`config.mk`:
```
export PLATFORM = sky130hd
export DESIGN_NAME = bus_requester
export DESIGN_NICKNAME = d
export VERILOG_FILES = /design/src/rtl/bus_requester_pkg.sv /design/src/rtl/bus_requester_timer.sv /design/src/rtl/bus_requester.sv
export SDC_FILE = /design/constraint.sdc
export NUM_CORES = 1
export LEC_CHECK = 0
export CAP_MARGIN = 5
export CORE_UTILIZATION = 47
export DETAILED_ROUTE_END_ITERATION = 7
export GPL_TIMING_DRIVEN = 0
export PLACE_DENSITY = 0.87
export REMOVE_ABC_BUFFERS = 1
export SYNTH_ARGS = -nofsm -noshare
export SYNTH_HDL_FRONTEND = slang
export SYNTH_SLANG_ARGS = --single-unit
```
`constraint.sdc`:
```
create_clock -name clk -period 3.8 [get_ports clk]
set_input_delay 0.38 -clock clk [delete_from_list [all_inputs] [get_ports clk]]
set_output_delay 0.38 -clock clk [all_outputs]
set_load 0.02 [all_outputs]
```
`src/rtl/bus_requester_pkg.sv`:
```
// Shared types for the snoopy-bus requester.
//   NUM_CPUS / LINE_BITS : system geometry
//   SRC_W                : width of the requester id on the bus
//   bus_cmd_t            : bus command encoding (2 bits)
//   bus_req_state_t      : requester FSM states
package types;

  localparam int NUM_CPUS  = 4;
  localparam int LINE_BITS = 64;
  localparam int SRC_W     = $clog2(NUM_CPUS);

  typedef enum logic [1:0] {
    BUS_RD   = 2'd0,
    BUS_RDX  = 2'd1,
    BUS_UPGR = 2'd2,
    BUS_WB   = 2'd3
  } bus_cmd_t;

  typedef enum logic [2:0] {
    ST_IDLE,
    ST_REQ,
    ST_ADDR,
    ST_WAIT,
    ST_RESP
  } bus_req_state_t;

  // Only reads bring a line back; upgrades and writebacks complete with no data.
  function automatic logic cmd_returns_data(input bus_cmd_t c);
    return (c == BUS_RD) || (c == BUS_RDX);
  endfunction

endpackage

```
`src/rtl/bus_requester_timer.sv`:
```
// bus_req_timer: grant-wait watchdog. Counts cycles spent requesting
// without a grant and raises a sticky error once TIMEOUT_CYCLES is reached.
//   clk, rst : clock, sync active-high reset (the only way to clear o_err)
//   i_clr    : entering the request state, restart the count
//   i_inc    : requesting and not granted this cycle
//   o_err    : sticky timeout flag
module bus_req_timer #(
  parameter int TIMEOUT_CYCLES = 255
) (
  input  logic clk,
  input  logic rst,
  input  logic i_clr,
  input  logic i_inc,
  output logic o_err
);

  localparam int CW = $clog2(TIMEOUT_CYCLES + 1);

  logic [CW-1:0] r_cnt;
  logic          r_err;

  always_ff @(posedge clk) begin
    if (rst) begin
      r_cnt <= '0;
      r_err <= 1'b0;
    end else begin
      if (i_clr)
        r_cnt <= '0;
      else if (i_inc && r_cnt != CW'(TIMEOUT_CYCLES))
        r_cnt <= r_cnt + 1'b1;
      // Flag rises in the same cycle the count lands on the limit.
      if (i_inc && r_cnt == CW'(TIMEOUT_CYCLES - 1))
        r_err <= 1'b1;
    end
  end

  assign o_err = r_err;

endmodule

```
`src/rtl/bus_requester.sv`:
```
// bus_requester: per-core initiator on the snoopy coherence bus.
// Takes one command from the L1, requests the arbiter, drives a one-cycle
// address phase on grant, waits for the responder and returns its line.
// Optional macro BUS_REQ_TIMEOUT_EN builds the grant-wait watchdog
// (bus_req_timer); without it timeout_err is tied low.
//   clk, rst            : clock, sync active-high reset
//   cpu_req_*           : command in from the cache (valid/ready/cmd/addr)
//   cpu_resp_*          : completion pulse, returned line, shared flag
//   arb_req / arb_gnt   : round-robin arbiter handshake
//   bus_valid/cmd/addr/src : address phase (cmd/addr zero when not valid)
//   bus_resp_*          : responder completion for this core
//   busy_out            : holds off arbiter grants ADDR..RESP
//   timeout_err         : sticky grant-timeout flag
module bus_requester
  import types::*;
#(
  parameter int CPU_ID         = 0,
  parameter int ADDR_BITS      = 32,
  parameter int TIMEOUT_CYCLES = 255
) (
  input  logic                 clk,
  input  logic                 rst,
  input  logic                 cpu_req_valid,
  output logic                 cpu_req_ready,
  input  bus_cmd_t             cpu_req_cmd,
  input  logic [ADDR_BITS-1:0] cpu_req_addr,
  output logic                 cpu_resp_valid,
  output logic [LINE_BITS-1:0] cpu_resp_data,
  output logic                 cpu_resp_shared,
  output logic                 arb_req,
  input  logic                 arb_gnt,
  output logic                 bus_valid,
  output bus_cmd_t             bus_cmd,
  output logic [ADDR_BITS-1:0] bus_addr,
  output logic [SRC_W-1:0]     bus_src,
  input  logic                 bus_resp_valid,
  input  logic [LINE_BITS-1:0] bus_resp_data,
  input  logic                 bus_resp_shared,
  output logic                 busy_out,
  output logic                 timeout_err
);

  bus_req_state_t       r_state, w_next;
  bus_cmd_t             r_cmd;
  logic [ADDR_BITS-1:0] r_addr;
  logic [LINE_BITS-1:0] r_data;
  logic                 r_shared;

  always_ff @(posedge clk) begin
    if (rst) begin
      r_state  <= ST_IDLE;
      r_cmd    <= BUS_RD;
      r_addr   <= '0;
      r_data   <= '0;
      r_shared <= 1'b0;
    end else begin
      r_state <= w_next;
      if (r_state == ST_IDLE && cpu_req_valid) begin
        r_cmd  <= cpu_req_cmd;
        r_addr <= cpu_req_addr;
      end
      if (r_state == ST_WAIT && bus_resp_valid) begin
        r_data   <= cmd_returns_data(r_cmd) ? bus_resp_data : '0;
        r_shared <= bus_resp_shared;
      end
      // Strays are ignored by the FSM but point at an arbiter/responder bug.
      assert (!arb_gnt || r_state == ST_REQ);
      assert (!bus_resp_valid || r_state == ST_WAIT);
      assert (TIMEOUT_CYCLES > 0);
    end
  end

  always_comb begin
    w_next = r_state;
    case (r_state)
      ST_IDLE: if (cpu_req_valid)  w_next = ST_REQ;
      ST_REQ:  if (arb_gnt)        w_next = ST_ADDR;
      ST_ADDR:                     w_next = ST_WAIT;
      ST_WAIT: if (bus_resp_valid) w_next = ST_RESP;
      ST_RESP:                     w_next = ST_IDLE;
      default:                     w_next = ST_IDLE;
    endcase
  end

  // Every control output is a pure decode of r_state, so nothing combinational
  // runs from arb_gnt (or any other input) to an output.
  always_comb begin
    cpu_req_ready  = (r_state == ST_IDLE);
    arb_req        = (r_state == ST_REQ);
    bus_valid      = (r_state == ST_ADDR);
    busy_out       = (r_state == ST_ADDR) || (r_state == ST_WAIT) || (r_state == ST_RESP);
    cpu_resp_valid = (r_state == ST_RESP);
    bus_cmd        = BUS_RD;
    bus_addr       = '0;
    if (r_state == ST_ADDR) begin
      bus_cmd  = r_cmd;
      bus_addr = r_addr;
    end
  end

  assign cpu_resp_data   = r_data;
  assign cpu_resp_shared = r_shared;
  assign bus_src         = SRC_W'(CPU_ID);

`ifdef BUS_REQ_TIMEOUT_EN
  logic w_to_clr, w_to_inc;
  assign w_to_clr = (r_state == ST_IDLE) && cpu_req_valid;
  assign w_to_inc = (r_state == ST_REQ) && !arb_gnt;

  bus_req_timer #(.TIMEOUT_CYCLES(TIMEOUT_CYCLES)) u_timer (
    .clk   (clk),
    .rst   (rst),
    .i_clr (w_to_clr),
    .i_inc (w_to_inc),
    .o_err (timeout_err)
  );
`else
  assign timeout_err = 1'b0;
`endif

endmodule

```
Fig. 1: wiring by layer
Two of the layers only.
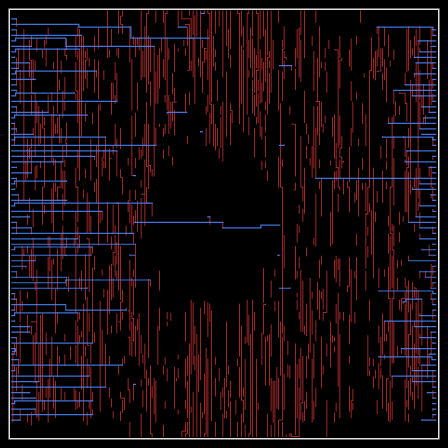
- M2: red (wire length 5,870 um)
- M3: blue (wire length 1,260 um)
Via Count: 4,065
total detailed-routing wirelength: 12,540 um
GRT Overall Usage: 22.49%
routed length per instance: 15.35 um

==> metrics.cfg <==
[timing]
hold_viol_final=0
setup_viol=0

[critical_path]
crit_buf_inv=2
startpoint_type=flip-flop
crit_type=flip-flop to output pin
setup.worst_path.end=bus_addr[24]
path_delay_family=buffers and inverters
cpMaxStageDelayCell=clkdlybuf4s50_1
end_kind=output pin

[layout]
buf_share_pct=29.53
seq_share_pct=27.81
clock_buffers=13
areaGrowthSynthToFinish_pct=44.77

[power]
p_leak_uw=0.002571
powerComb_uw=361
p_clk_share_pct=32.1
ir_drop_mv=0.1827

[place]
dp_slack_ps=1392
dpl-instance-area_sq_um=7146
gp_congestion=0.7285
post-dp-hpwl_um=8908

[synthesis]
syn_area_per_cell_sq_um=10.15
ys_top_cells_by_area=dfxtp_1 40%, mux2i_1 20%, nand2b_1 17%
yosysTopAreaCell=dfxtp_1
common_cells=134 x nand2b_1, 102 x dfxtp_1, 99 x mux2i_1
edf_count=0
ff_type=dfxtp_1
synth_area_sq_um=5075

[global_routing]
use_met2_pct=38.33
grt_overflow_total=0
grt_pass1_wl_um=19890
use_met3_pct=9.013
grt_pass1_vias=4062

[clock_tree]
insertion_delay_ps=370
cts_sinks=102
root_buffer=clkbuf_8
cts_tree=built
htree_levels=3
clkTransAtPathRegs_ps=90
numCtsBuffers=9

[job]
tool_warnings=29
maxCapViolCount=0

[min_path]
whs_path_depth=2
min_from=r_addr[5]$_SDFFE_PP0P_
hp-class=flip-flop to flip-flop

[drt]
ant_nets=0
wl_met2_um=5868

[status]
status=finished, final reports clean

Fig. 2: placement density heat map
The bar under the picture is 20 um long. 11 x 11 tiles, from dark purple (low) to yellow (high), 0 to 100% covered.
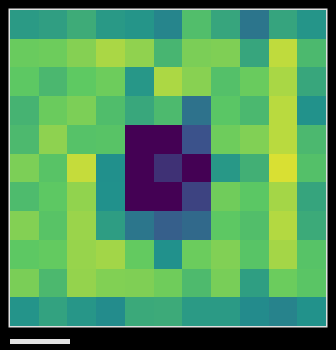
- nearly empty tiles: 5.0%
- tiles over 75% full: 36%
- emptiest ninth of the die: center
- fullest tile: 94%
- mean over tiles: 64%
Final Core Density: 70.53%
CORE AREA: 10,420 sq um

